### Signal wires on met1

Supply wires on this layer in grey.
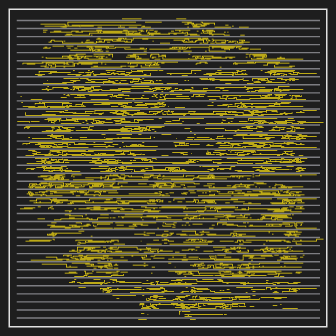
### The metal 4 layer

Supply wires on this layer in grey.
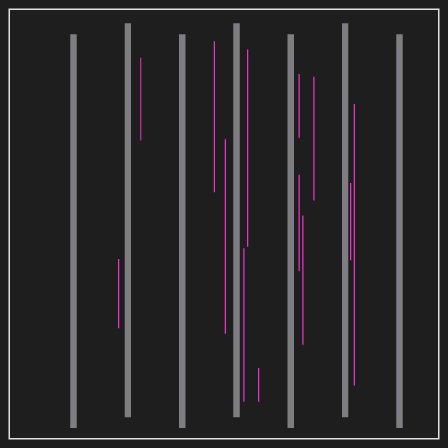
### Clock nets

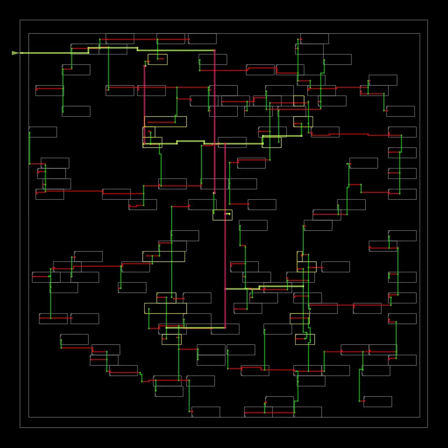
--- config.mk ---
export PLATFORM = sky130hd
export DESIGN_NAME = spectrum_sequencer
export DESIGN_NICKNAME = d
export VERILOG_FILES = /design/src/rtl/spectrum_seq_pkg.sv /design/src/rtl/spectrum_seq_trig_sync.sv /design/src/rtl/spectrum_sequencer.sv
export SDC_FILE = /design/constraint.sdc
export NUM_CORES = 1
export LEC_CHECK = 0
export CAP_MARGIN = 0
export CORE_MARGIN = 2
export CORE_UTILIZATION = 55
export CTS_CLUSTER_SIZE = 10
export DETAILED_ROUTE_END_ITERATION = 10
export DONT_BUFFER_PORTS = 1
export PLACE_DENSITY = 0.74
export SYNTH_ARGS = -nofsm -noshare
export SYNTH_HDL_FRONTEND = slang
export SYNTH_SLANG_ARGS = --single-unit
--- constraint.sdc ---
create_clock -name clk_i -period 4.1 [get_ports clk_i]
set_clock_uncertainty 0.1 [all_clocks]
set_input_delay 0.82 -clock clk_i [delete_from_list [all_inputs] [get_ports clk_i]]
set_output_delay 0.82 -clock clk_i [all_outputs]
set_load 0.01 [all_outputs]
--- src/rtl/spectrum_seq_pkg.sv ---
// Shared types and default timing constants for the spectrum run sequencer.
package spectrum_seq_pkg;

    typedef enum logic [1:0] {
        IDLE  = 2'd0,
        RUN   = 2'd1,
        DRAIN = 2'd2
    } seq_state_t;

    localparam int unsigned DEF_MIN_PERIOD   = 64;
    localparam int unsigned DEF_DRAIN_CYCLES = 64;

endpackage

--- src/rtl/spectrum_seq_trig_sync.sv ---
// Two-flop synchroniser for the external trigger pin followed by a rising-edge detector.
module spectrum_seq_trig_sync (
    input  logic clk_i,
    input  logic reset_i,
    input  logic trig_i,
    output logic rise_c
);

    // [0],[1]: synchroniser stages; [2]: previous synchronised value
    logic [2:0] sync_q;

    always_ff @(posedge clk_i) begin
        if (!reset_i) begin
            sync_q <= '0;
        end else begin
            sync_q <= {sync_q[1:0], trig_i};
        end
    end

    assign rise_c = sync_q[1] & ~sync_q[2];

endmodule

--- src/rtl/spectrum_sequencer.sv ---
// Run controller: issues periodic start strobes and holds enable for a configured run.
// Optional external triggering is built when SPECTRUM_SEQ_EXT_TRIG_EN is defined.
module spectrum_sequencer
    import spectrum_seq_pkg::*;
#(
    parameter int unsigned PERIOD_W     = 16,
    parameter int unsigned COUNT_W      = 32,
    parameter int unsigned MIN_PERIOD   = DEF_MIN_PERIOD,
    parameter int unsigned DRAIN_CYCLES = DEF_DRAIN_CYCLES
) (
    input  logic                clk_i,
    input  logic                reset_i,
    input  logic                cfg_valid_i,
    output logic                cfg_ready_o,
    input  logic [PERIOD_W-1:0] cfg_period_i,
    input  logic [COUNT_W-1:0]  cfg_count_i,
    input  logic                abort_i,
    input  logic                ext_trig_i,
    output logic                start_o,
    output logic                enable_o,
    output logic                busy_o,
    output logic                done_o,
    output logic [COUNT_W-1:0]  events_sent_o
);

    localparam int unsigned DRAIN_W = (DRAIN_CYCLES > 2) ? $clog2(DRAIN_CYCLES) : 1;

    seq_state_t          state, state_n;
    logic [PERIOD_W-1:0] cnt, cnt_n;
    logic [PERIOD_W-1:0] p_eff_q, p_eff_n, p_eff_c;
    logic [COUNT_W-1:0]  count_q, count_n;
    logic                cont_q, cont_n;
    logic [DRAIN_W-1:0]  drain_cnt, drain_n;
    logic [COUNT_W-1:0]  events_n, events_inc_c;
    logic                start_n, done_n;
    logic                fire_c, last_c;
    logic                trig_rise_c;

`ifdef SPECTRUM_SEQ_EXT_TRIG_EN
    spectrum_seq_trig_sync u_trig_sync (
        .clk_i   (clk_i),
        .reset_i (reset_i),
        .trig_i  (ext_trig_i),
        .rise_c  (trig_rise_c)
    );
`else
    logic unused_ext_trig;
    assign unused_ext_trig = ext_trig_i;
    assign trig_rise_c     = 1'b1;
`endif

    assign p_eff_c = (cfg_period_i < PERIOD_W'(MIN_PERIOD)) ? PERIOD_W'(MIN_PERIOD) : cfg_period_i;
    assign events_inc_c = (events_sent_o == '1) ? events_sent_o : events_sent_o + COUNT_W'(1);
    // cnt counts down to zero after each start; zero means the next start slot is open
    assign fire_c = (cnt == '0) && trig_rise_c;
    assign last_c = start_o && !cont_q && (events_sent_o == count_q);

    // Next-state and next-output logic
    always_comb begin
        state_n  = state;
        cnt_n    = cnt;
        p_eff_n  = p_eff_q;
        count_n  = count_q;
        cont_n   = cont_q;
        drain_n  = drain_cnt;
        events_n = events_sent_o;
        start_n  = 1'b0;
        done_n   = 1'b0;

        case (state)
            IDLE: begin
                if (cfg_valid_i && cfg_ready_o) begin
                    state_n  = RUN;
                    p_eff_n  = p_eff_c;
                    count_n  = cfg_count_i;
                    cont_n   = (cfg_count_i == '0);
                    cnt_n    = '0;
                    events_n = '0;
`ifndef SPECTRUM_SEQ_EXT_TRIG_EN
                    // Periodic runs fire their first start on the acceptance edge
                    start_n  = 1'b1;
                    cnt_n    = p_eff_c - PERIOD_W'(1);
                    events_n = COUNT_W'(1);
`endif
                end
            end
            RUN: begin
                if (abort_i || last_c) begin
                    state_n = DRAIN;
                    drain_n = '0;
                end else if (fire_c) begin
                    start_n  = 1'b1;
                    cnt_n    = p_eff_q - PERIOD_W'(1);
                    events_n = events_inc_c;
                end else if (cnt != '0) begin
                    cnt_n = cnt - PERIOD_W'(1);
                end
            end
            DRAIN: begin
                if (drain_cnt == DRAIN_W'(DRAIN_CYCLES - 1)) begin
                    state_n = IDLE;
                    done_n  = 1'b1;
                end else begin
                    drain_n = drain_cnt + DRAIN_W'(1);
                end
            end
            default: begin
                state_n = IDLE;
            end
        endcase
    end

    // State, counters and registered outputs
    always_ff @(posedge clk_i) begin
        if (!reset_i) begin
            state         <= IDLE;
            cnt           <= '0;
            p_eff_q       <= '0;
            count_q       <= '0;
            cont_q        <= 1'b0;
            drain_cnt     <= '0;
            events_sent_o <= '0;
            start_o       <= 1'b0;
            enable_o      <= 1'b0;
            busy_o        <= 1'b0;
            done_o        <= 1'b0;
            cfg_ready_o   <= 1'b1;
        end else begin
            state         <= state_n;
            cnt           <= cnt_n;
            p_eff_q       <= p_eff_n;
            count_q       <= count_n;
            cont_q        <= cont_n;
            drain_cnt     <= drain_n;
            events_sent_o <= events_n;
            start_o       <= start_n;
            enable_o      <= (state_n != IDLE);
            busy_o        <= (state_n != IDLE);
            done_o        <= done_n;
            cfg_ready_o   <= (state_n == IDLE);
        end
    end

endmodule

==> results.json <==
{
  "run_status": "complete, no violations",
  "largest_registers": "count_q (32), events_sent_o (32)",
  "pre_cts_slack_ps": 839.7,
  "fp.coreArea_um2": 10320,
  "grt_pass1_vias": 5218,
  "grt.total_usage_pct": 28.83,
  "cpMostUsedCell": "a21oi_1",
  "grtUsageMet3_pct": 6.991,
  "met1_length_mm": 6.447,
  "nNonClkBuffers": 10,
  "die_w_um": 106.9,
  "aoi_share_pct": 22.40,
  "yosys_warnings": 0,
  "final-clk-cell-share_pct": 4.033,
  "seq-power_mw": 1.34,
  "worst-setup-path-type": "reg2reg",
  "gp_congestion": 0.9364,
  "synthXorXnorAreaFrac_pct": 5.713,
  "antenna_found_initial": 0,
  "hold-path-cell-count": 2,
  "p_int_mw": 1.970,
  "p_comb_share_pct": 32.4,
  "ys_types": 70,
  "fin_ws_ps": 832.1,
  "fin_nets": 786,
  "drive_gt1_share_pct": 6.293,
  "largest_class": "logic gates",
  "reg2regPathDepth": 10,
  "final-comb-area_um2": 3418,
  "diodes": 0,
  "htree_num_levels": 3,
  "clkPwrFrac_pct": 25.5,
  "num-multi-input-gates": 583,
  "ys_sh_simple_pct": 28.24,
  "drc": 0,
  "highest_layer": "met4",
  "hp-start": "p_eff_q[2]",
  "stdcell_area_um2": 6142,
  "worst_pin_slew_ps": 835.2,
  "fin_crit_ps": 3268,
  "hold_path.class": "reg2reg",
  "tns_ps": 0,
  "top_cell_area_share_pct": 37.46,
  "crit_arrival_ps": 3470,
  "peakVddDrop_uv": 303.5,
  "cts_tree": "yes",
  "startpoint_type": "flop",
  "dp_cells": 851,
  "pwr-share-seq_pct": 42.1,
  "most-common-layout-cells": "nand2_1, a21oi_1, dfxtp_1, o21ai_0, nor2_1",
  "syn2layout_area_growth_pct": 5.434,
  "num_rows": 37,
  "switching_share_pct": 37.82,
  "worst-path-max-fanout": 10,
  "ctsResizeCount": 0,
  "tool_warnings": 30
}
## Picture notes: 'Signal wires on met1'
745 nets have wire on it. The layer carries 6450 um of wire. The layer holds 41% of the routed length. The wires run mostly horizontal.

## Picture notes: 'The metal 4 layer'
The wires run mostly vertical. The longest straight run is 70.0 um. The layer carries 409 um of wire. The layer holds 2.6% of the routed length. 12 nets have wire on it.

## Picture notes: 'Clock nets'
Sink Count: 109
Clock net power: 0.807 mW
registers: 109
number of buffers created by CTS: 9
clock buffers: 11

Power figures rest on the tool's default switching activity, not on a simulated workload.
